$ cat config.mk
export PLATFORM = sky130hd
export DESIGN_NAME = gnt_sample_if_flat
export DESIGN_NICKNAME = d
export VERILOG_FILES = /design/src/rtl/gnt_sample_if_if.sv /design/src/rtl/gnt_sample_if.sv /design/src/flat_wrapper.sv
export SDC_FILE = /design/constraint.sdc
export NUM_CORES = 1
export LEC_CHECK = 0
export CORE_MARGIN = 10
export CORE_UTILIZATION = 39
export CTS_CLUSTER_DIAMETER = 120
export DETAILED_ROUTE_END_ITERATION = 8
export PLACE_DENSITY = 0.74
export SLEW_MARGIN = 40
export SYNTH_ARGS = -nofsm -noshare
export SYNTH_HDL_FRONTEND = slang
export SYNTH_SLANG_ARGS = --single-unit
$ cat constraint.sdc
create_clock -name clk -period 1.2 [get_ports clk]
set_input_delay 0.24 -clock clk [delete_from_list [all_inputs] [get_ports clk]]
set_output_delay 0.24 -clock clk [all_outputs]
set_load 0.01 [all_outputs]
$ cat src/rtl/gnt_sample_if_if.sv
// Grant-bus sampling interface: producer-side grant plus all sampled views.
`timescale 1ns/1ps
interface gnt_sample_if_if #(
  parameter int WIDTH = 4,
  parameter int CNT_W = 16
);
  logic [WIDTH-1:0] gnt;
  logic [WIDTH-1:0] gnt_s0;
  logic [WIDTH-1:0] gnt_s1;
  logic [WIDTH-1:0] gnt_s1_prev;
  logic             s1_valid;
  logic             s1_changed;
  logic             s1_zero;
  logic [CNT_W-1:0] sample_cnt;

  // Producer / consumer side: drives the live bus, observes the views.
  modport master (
    output gnt,
    input  gnt_s0, gnt_s1, gnt_s1_prev, s1_valid, s1_changed, s1_zero, sample_cnt
  );

  // Sampler side.
  modport slave (
    input  gnt,
    output gnt_s0, gnt_s1, gnt_s1_prev, s1_valid, s1_changed, s1_zero, sample_cnt
  );
endinterface

$ cat src/rtl/gnt_sample_if.sv
// Grant-bus sampling front-end: zero-skew view, pre-edge registered view,
// previous-sample history, valid/change/zero flags and a wrapping edge counter.
`timescale 1ns/1ps
module gnt_sample_if #(
  parameter int WIDTH = 4,
  parameter int CNT_W = 16
) (
  input  logic       clk,
  input  logic       rst_n,
  gnt_sample_if_if.slave bus
);

  logic [WIDTH-1:0] gnt_s1_q,      gnt_s1_d;
  logic [WIDTH-1:0] gnt_s1_prev_q, gnt_s1_prev_d;
  logic             s1_valid_q,    s1_valid_d;
  logic             s1_changed_q,  s1_changed_d;
  logic [CNT_W-1:0] sample_cnt_q,  sample_cnt_d;

  // Zero-skew view is a wire; it is deliberately outside reset.
  assign bus.gnt_s0 = bus.gnt;

  // Next-state: every edge out of reset is a sample. Change detect compares
  // against the sample currently held, and only once one has been captured,
  // so the first sample after reset never flags a change.
  always_comb begin
    gnt_s1_d      = bus.gnt;
    gnt_s1_prev_d = gnt_s1_q;
    s1_valid_d    = 1'b1;
    s1_changed_d  = s1_valid_q && (bus.gnt != gnt_s1_q);
    sample_cnt_d  = sample_cnt_q + CNT_W'(1);
  end

  // Sample registers; async reset clears all history immediately.
  always_ff @(posedge clk or negedge rst_n) begin
    if (!rst_n) begin
      gnt_s1_q      <= '0;
      gnt_s1_prev_q <= '0;
      s1_valid_q    <= 1'b0;
      s1_changed_q  <= 1'b0;
      sample_cnt_q  <= '0;
    end else begin
      gnt_s1_q      <= gnt_s1_d;
      gnt_s1_prev_q <= gnt_s1_prev_d;
      s1_valid_q    <= s1_valid_d;
      s1_changed_q  <= s1_changed_d;
      sample_cnt_q  <= sample_cnt_d;
    end
  end

  assign bus.gnt_s1      = gnt_s1_q;
  assign bus.gnt_s1_prev = gnt_s1_prev_q;
  assign bus.s1_valid    = s1_valid_q;
  assign bus.s1_changed  = s1_changed_q;
  // Zero flag is qualified so a cleared register after reset does not read as a zero grant.
  assign bus.s1_zero     = s1_valid_q && (gnt_s1_q == '0);
  assign bus.sample_cnt  = sample_cnt_q;

endmodule

$ cat src/flat_wrapper.sv
// flat-port wrapper written by rule: the top's interface ports become plain ports
module gnt_sample_if_flat 
#(
  parameter int WIDTH = 4,
  parameter int CNT_W = 16
)
  (clk, rst_n, bus_gnt, bus_gnt_s0, bus_gnt_s1, bus_gnt_s1_prev, bus_s1_valid, bus_s1_changed, bus_s1_zero, bus_sample_cnt);
  gnt_sample_if_if #(.WIDTH(WIDTH), .CNT_W(CNT_W)) bus_i ();
  input  logic clk;
  input  logic rst_n;
  input wire logic [$bits(bus_i.gnt)-1:0] bus_gnt;
  output wire logic [$bits(bus_i.gnt_s0)-1:0] bus_gnt_s0;
  output wire logic [$bits(bus_i.gnt_s1)-1:0] bus_gnt_s1;
  output wire logic [$bits(bus_i.gnt_s1_prev)-1:0] bus_gnt_s1_prev;
  output wire logic [$bits(bus_i.s1_valid)-1:0] bus_s1_valid;
  output wire logic [$bits(bus_i.s1_changed)-1:0] bus_s1_changed;
  output wire logic [$bits(bus_i.s1_zero)-1:0] bus_s1_zero;
  output wire logic [$bits(bus_i.sample_cnt)-1:0] bus_sample_cnt;
  assign bus_i.gnt = bus_gnt;
  assign bus_gnt_s0 = bus_i.gnt_s0;
  assign bus_gnt_s1 = bus_i.gnt_s1;
  assign bus_gnt_s1_prev = bus_i.gnt_s1_prev;
  assign bus_s1_valid = bus_i.s1_valid;
  assign bus_s1_changed = bus_i.s1_changed;
  assign bus_s1_zero = bus_i.s1_zero;
  assign bus_sample_cnt = bus_i.sample_cnt;
  gnt_sample_if #(.WIDTH(WIDTH), .CNT_W(CNT_W)) u_core (.clk(clk), .rst_n(rst_n), .bus(bus_i));
endmodule
drive_strength.png
The bar under the picture is 20 um long.
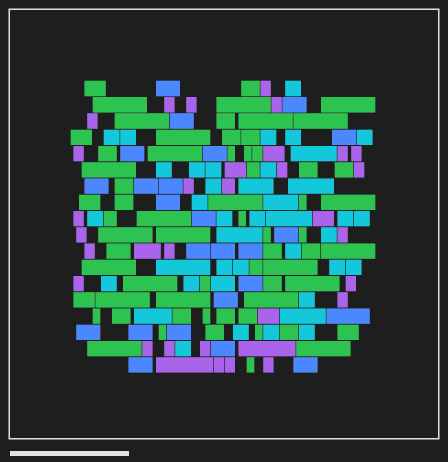
[purple] drive 2 | cells: 33
[cyan] drive 3 to 4 | cells: 40
[blue] drive 6 and up | cells: 24
[green] drive 1 or less | cells: 64
Final Cell Area: 1860 sq um
bufs w/o clock: 81
Area Overhead vs Synth: 78.9%

registers.png
The bar under the picture is 20 um long.
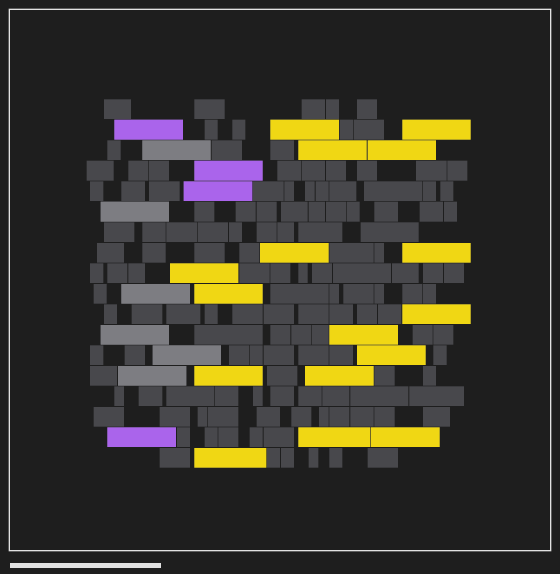
[yellow] `u_core.bus.sample_cnt` | sequential cells: 16
[purple] `u_core.bus.gnt_s1_prev` | sequential cells: 4
not coloured: 6
Register Area: 653 sq um
seq pwr: 0.904 mW
sequential share of cell area: 35.1%
post-layout util: 74.4%

==> Slide: Implementation Results <==
Key Metrics from the Run

Finish
  – Nets: 169
  – Fraction of layout cells with a size suffix above 1: 60.2%
  – Ant. Diodes: 0
  – Data buffer area share: 35.3%
  – Non-clk invs: 3
  – Clk tree area frac: under 10%
  – CLK BUF: 4
  – Max FFs per register: 16
  – Comb/total area: 25.6%
  – Flop Count: 26
  – Logic area: 475 sq um
  – Top cell class by occupied area: buffers
  – Filler cell count: 172
  – Final non-filler cell total: 191
  – Dominant logic cell type in the layout: buf_4
  – Most numerous logic cells after layout: buf_4, dfrtp_1, buf_6, buf_2, xor2_1
  – Multi-In Gates: 47

Die
  – I/O Pins: 37
  – Well tap count: 30
  – Fp util: roughly two fifths
  – Std cell rows: 18
  – CORE AREA: between 2000 and 2500 sq um
  – Die Y: roughly 72 um
  – Chip area: 5130 sq um

Yosys
  – Post-synth top flop: dfrtp_1
  – Post-synth seq share: 62.6%
  – Yosys simple share: 15.6%
  – Top-count cell post-synth: dfrtp_1
  – Largest cells by area after synthesis: dfrtp_1, xor2_1, nor4_2
  – Asr flop ratio synth: 100%
  – Cell Type Count: 17
  – Yosys stat cell total: approximately 80
  – Net Count, Synth: just under 90
  – Synth Area in Adders: 1.20%
  – Area leader share: 62.6%
  – Complex Gates by Area: 1.08%
  – Synthesized instance count: ~80
  – XOR-XNOR Cells, Area Fraction: ~15%
  – Synthesis area per yosys: 1040 sq um
  – Post-synth EDFFs: 0
  – Main logic family: simple AND/OR/NAND/NOR gates
  – Post-synth top cells: dfrtp_1, xor2_1, nand3_1
  – Syn. warnings: 0
  – Synth Cell Area: roughly 1000 sq um
  – Largest area contributor in the netlist: dfrtp_1
  – Synth mux share: 0%
  – Avg Synthesized Cell Area: 13.0 sq um

Critical path
  – Critical Path, Cell by Cell: nor4_2 > and2_1 > buf_2
  – Worst Path Arrival: 1270 ps
  – Crit Path Max Fanout: 2
  – Worst r2r src: u_core.bus.sample_cnt[1]
  – Worst Setup SP: u_core.bus.gnt_s1[0]
  – CP Depth: 3
  – Reg2Reg Setup Slack: -80 ps
  – Buf/Inv on CP: 1
  – Worst setup path endpoint: bus_s1_zero
  – Worst R2R End: u_core.bus.sample_cnt[15]
  – CP max stage delay: 430 ps
  – Setup CP Type: reg -> out
  – Crit. End Element: primary output
  – CP top delay family: flip-flops
  – Crit path required time: 960 ps
  – Slowest-stage cell, CP: dfrtp_1
  – R2R cell count: 5

Global route
  – GR Layer Usage met3: 5.37%
  – Met1 usage: 12.1%
  – First-pass GRT wire length: about 4.9 mm
  – Largest net degree at the start of global routing: 27
  – Total track usage: between 10% and 20%
  – Initial antenna violation count: 0
  – Vias in the first global route: 1028
  – Global route hottest layer: met2
  – GR Layer Usage met2: about a fifth

Detailed routing
  – Wl on met1: approximately 1.1 mm
  – Post-DR vias/cell: 4.74
  – Highest routed layer: met4
  – Initial DRC count: 36
  – DRC: 0
  – DR pass1 iterations: 4
  – Vias: 906
  – Antenna Violating Nets Remaining: 0
  – Routed wl met3: 296 um
  – WL final: 3.00 mm
  – Wire per inst: 15.7 um

Timing
  – Fin crit period: 1510 ps
  – Final worst path period share: 126%
  – Setup-failing EPs final: 14
  – Hold Fails Final Rpt: 0
  – Max Clk Rate: 664 MHz
  – Worst setup margin: -307 ps
  – Fin. max-slew vios: 0
  – Setup_tns: -1000 ps
  – Unrepaired setup endpoints after global routing: yes

Clocking
  – Sink Count: 26
  – CTS Buffer Depth: 2
  – # resized after CTS: 132
  – Post-CTS Hold Buffers: 0
  – Clk root buf: clkbuf_4
  – Inserted Clock Buffers: 3
  – CTS tree: done
  – CTS clk-pin slew, worst paths: 160 ps
  – H-tree levels: 1
  – Post-CTS Setup Bufs: 25

Placed design
  – HPWL after DPL: 1.89 mm
  – Placed cell area: between 1500 and 2000 sq um
  – Port buffer count: 36
  – Worst slack, placed: -360 ps
  – Placed Cells: between 150 and 200
  – GPL Wtd Cong: 0.779

Pwr
  – Sw Share: 23.3%
  – Flop pwr share: 63.0%
  – Comb. pwr: 0.142 mW
  – Static leakage: 1.01 nW
  – NetSw: 0.335 mW
  – PwrDens: ~770 nW/um^2
  – Max IR drop VDD: 955 uV
  – Top power group: registers
  – Cell Int Power: 1.10 mW
  – Final Power: 1.43 mW
  – Logic pwr share: under 10%

Outcome
  – Failing checks: setup timing
  – Status: complete, but fails checks

Flow run
  – Count of tool warnings: 29
  – MaxCap Viol Count: 0

Worst hold path
  – Hold WC Path Type: in -> async
clock_map.png
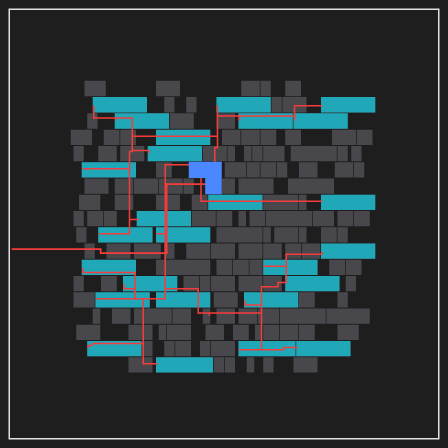
[blue] cells driving clock nets | count: 3
[cyan] flip-flops | count: 26
[red] clock wires | length: 317 um
routed clock nets: 4
Clk. pwr: 0.388 mW
clk latency late pin: 320 ps
Max Clock Skew: 20.7 ps
Clock Power Share: 27.1%

Power and IR drop assume default switching activity.
